<file path="src/rtl/fetch_mem_arbiter.sv">
// rtl/fetch_mem_arbiter.sv - round-robin arbiter sharing one memory port between icache refill and PTW
module fetch_mem_arbiter #(
    parameter int XLEN   = 32,
    parameter int DATA_W = 32
) (
    input  logic              clk,
    input  logic              rst,
    input  logic              ic_req_i,
    input  logic [XLEN-1:0]   ic_addr_i,
    input  logic              ic_kill_i,
    output logic              ic_ack_o,
    output logic [DATA_W-1:0] ic_rdata_o,
    input  logic              ptw_req_i,
    input  logic [XLEN-1:0]   ptw_addr_i,
    output logic              ptw_ack_o,
    output logic [DATA_W-1:0] ptw_rdata_o,
    output logic              mem_req_o,
    output logic [XLEN-1:0]   mem_addr_o,
    input  logic              mem_ack_i,
    input  logic [DATA_W-1:0] mem_rdata_i,
    output logic              busy_o
);

    typedef enum logic [1:0] {
        IDLE      = 2'd0,
        SERVE_IC  = 2'd1,
        SERVE_PTW = 2'd2,
        DRAIN     = 2'd3
    } state_t;

    // rr_last encoding: which requester finished (or was drained) most recently
    localparam logic RR_IC  = 1'b0;
    localparam logic RR_PTW = 1'b1;

    state_t            state_q, state_d;
    logic [XLEN-1:0]   addr_q, addr_d;
    logic              rr_last_q, rr_last_d;
    logic              ic_valid;

    // A killed fetch is not a real request, even in the cycle it is raised
    assign ic_valid = ic_req_i & ~ic_kill_i;

    // State, captured address and round-robin pointer registers
    always_ff @(posedge clk) begin
        if (rst) begin
            state_q   <= IDLE;
            addr_q    <= '0;
            rr_last_q <= RR_PTW;
        end else begin
            state_q   <= state_d;
            addr_q    <= addr_d;
            rr_last_q <= rr_last_d;
        end
    end

    // Arbitration, completion and kill handling
    always_comb begin
        state_d   = state_q;
        addr_d    = addr_q;
        rr_last_d = rr_last_q;
        ic_ack_o  = 1'b0;
        ptw_ack_o = 1'b0;
        case (state_q)
            IDLE: begin
                // Memory acks arriving here belong to abandoned transfers and are dropped
                if (ic_valid && (!ptw_req_i || rr_last_q == RR_PTW)) begin
                    state_d = SERVE_IC;
                    addr_d  = ic_addr_i;
                end else if (ptw_req_i) begin
                    state_d = SERVE_PTW;
                    addr_d  = ptw_addr_i;
                end
            end
            SERVE_IC: begin
                if (ic_kill_i) begin
                    // Kill beats a coincident ack: the data is never delivered
                    if (mem_ack_i) begin
                        state_d   = IDLE;
                        rr_last_d = RR_IC;
                    end else begin
                        state_d = DRAIN;
                    end
                end else if (mem_ack_i) begin
                    ic_ack_o  = 1'b1;
                    state_d   = IDLE;
                    rr_last_d = RR_IC;
                end
            end
            SERVE_PTW: begin
                if (mem_ack_i) begin
                    ptw_ack_o = 1'b1;
                    state_d   = IDLE;
                    rr_last_d = RR_PTW;
                end
            end
            DRAIN: begin
                // Keep the memory request stable until the orphaned access finishes
                if (mem_ack_i) begin
                    state_d   = IDLE;
                    rr_last_d = RR_IC;
                end
            end
            default: state_d = IDLE;
        endcase
    end

    assign ic_rdata_o  = ic_ack_o  ? mem_rdata_i : '0;
    assign ptw_rdata_o = ptw_ack_o ? mem_rdata_i : '0;
    assign mem_req_o   = (state_q != IDLE);
    assign busy_o      = (state_q != IDLE);
    assign mem_addr_o  = addr_q;

endmodule
</file>
<file path="config.mk">
export PLATFORM = sky130hd
export DESIGN_NAME = fetch_mem_arbiter
export DESIGN_NICKNAME = d
export VERILOG_FILES = /design/src/rtl/fetch_mem_arbiter.sv
export SDC_FILE = /design/constraint.sdc
export NUM_CORES = 1
export LEC_CHECK = 0
export CAP_MARGIN = 10
export CORE_ASPECT_RATIO = 0.5
export CORE_UTILIZATION = 32
export DETAILED_ROUTE_END_ITERATION = 6
export PLACE_DENSITY = 0.87
export SYNTH_ARGS = -nofsm -noshare
export SYNTH_HDL_FRONTEND = slang
export SYNTH_SLANG_ARGS = --single-unit
export TNS_END_PERCENT = 10
</file>
<file path="constraint.sdc">
create_clock -name clk -period 2.41 [get_ports clk]
set_clock_uncertainty 0.15 [all_clocks]
set_input_delay 0.482 -clock clk [delete_from_list [all_inputs] [get_ports clk]]
set_output_delay 0.482 -clock clk [all_outputs]
set_load 0.01 [all_outputs]
</file>
Fig. 1: cell classes on the final placement
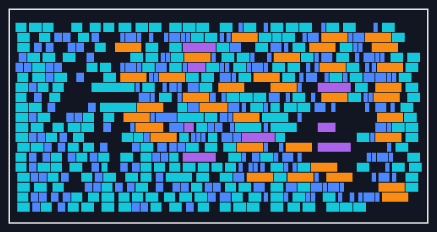
colour	class	cells	share of their area
orange	flip-flops	35	17%
purple	clock drivers and dummy loads	8	3.8%
blue	all other logic	212	28%
cyan	other buffers and delay cells	216	51%

Fig. 2: clock wires, drivers and flops
The bar under the picture is 20 microns long.
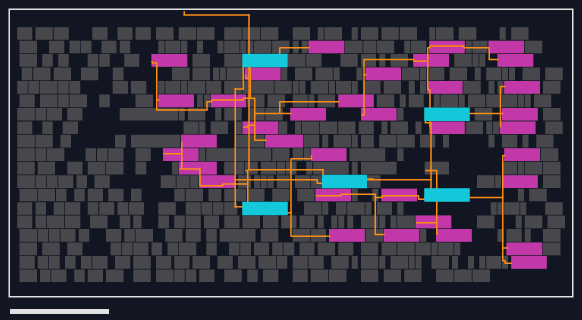
[cyan] cells driving clock nets | count: 5
[orange] clock wires | length: 487 microns
[magenta] flip-flops | count: 35
routed clock nets	6

Fig. 3: clock nets
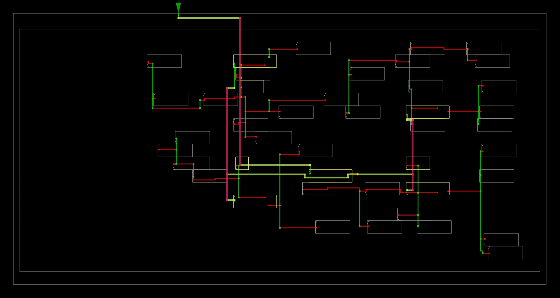
worst-skew pair later-pin latency: 280 ps
number of clock buffer instances in the layout: 7
final sequential cell count: 35
Num Clock Sinks: 35

Fig. 4: sequential cells grouped by signal name
Other sequential cells in the stronger grey, the rest of the logic in the fainter grey.
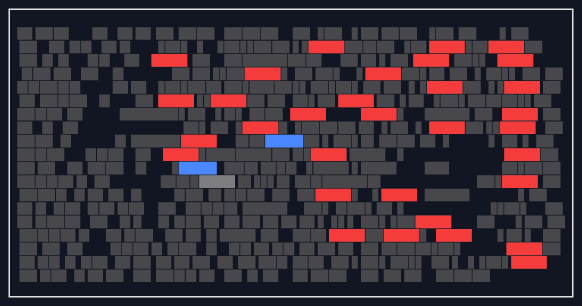
colour	name in the netlist	sequential cells
red	mem_addr_o	32
blue	state_q	2
not coloured	1
fraction of area in registers: 0.164
Finished Core Util: 0.750
footprint of the flip-flops and latches: 703 sq um
sequential power: 0.684 mW

Fig. 5: wiring heat map
The die is cut into 23 by 12 equal tiles; dark blue is low, red is high, scaled to the fullest tile. Values are wire area over tile area, all layers added.
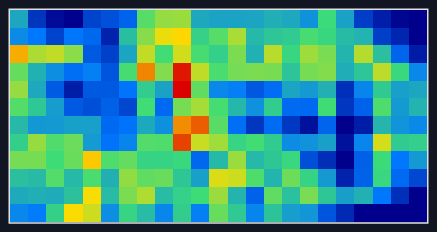
nearly empty tiles	4.0%
fullest tile	0.47
mean over tiles	0.18
routed length per placed instance: 13.7 microns
global-route usage over all layers: 0.231
via count: 2555
total length of routed wires: 7600 microns

==> metrics.csv <==
stage,metric,value,unit
run_status,run status,finished clean,
route,detailed-routed wire length on met2,3860,microns
pwr,PnR Total Power,2.02,mW
floorplanning,number of top-level pins,202,
floorplanning,vertical die size,57.8,microns
final_layout,largest cell class by area,buffers,
timing,Setup TNS,0,ps
route,initial drt markers,124,
min_path,worst min-delay path startpoint,mem_addr_o[23],
yosys,area fraction in xor and xnor cells,0,
timing,slew at the pin closest to its max-slew limit,380,ps
pwr,Lkg Pwr,1.96,nW
place,setup slack at placement,-406,ps
yosys,compound-cell area share of the yosys netlist,0.156,
yosys,adder-cell share of the synthesized area,0,
yosys,number of register bits inferred by synthesis,35,
worst_setup_path,r2r setup slk,810,ps
route,count of TritonRoute iterations in the first routing pass,4,
yosys,prevailing logic family in the synthesized netlist,simple AND/OR/NAND/NOR gates,
timing,total setup violations reported at the end of the flow,0,
min_path,class of the worst hold path,reg2reg,
timing,worst hold margin,343,ps
yosys,Basic Gates by Area,0.420,
timing,worst slew margin relative to its limit,0.747,
timing,final worst path period need,2360,ps
worst_setup_path,critical path class,in2out,
clock_network,buffer cell driving the clock tree root,clkbuf_16,
timing,number of pins with negative max-slew slack in the final report,0,
yosys,netlist area before placement,1990,sq um
floorplanning,floorplan die area,6560,sq um
yosys,"top cells by count, synth","nand2_1 (67), and2_1 (65), nor2_1 (36), dfxtp_1 (35), a311oi_1 (32)",
yosys,distinct cell type count after synthesis,18,
pwr,IR Drop Worst-Case VDD,0.000312,V
place,DP Wirelength,5520,microns
final_layout,Diodes inserted,0,
timing,final period utilization,0.978,
job,max-cap check violation count,0,
place,post-place instance area,4110,sq um
final_layout,flip-flop count of the largest register after layout,32,
yosys,proportion of synthesized flip-flops having asynchronous set or reset,0,
yosys,cell type contributing the most total cell area after synthesis,dfxtp_1,
clock_network,clk buf depth,2,
Power is estimated from default activity; no workload was simulated.
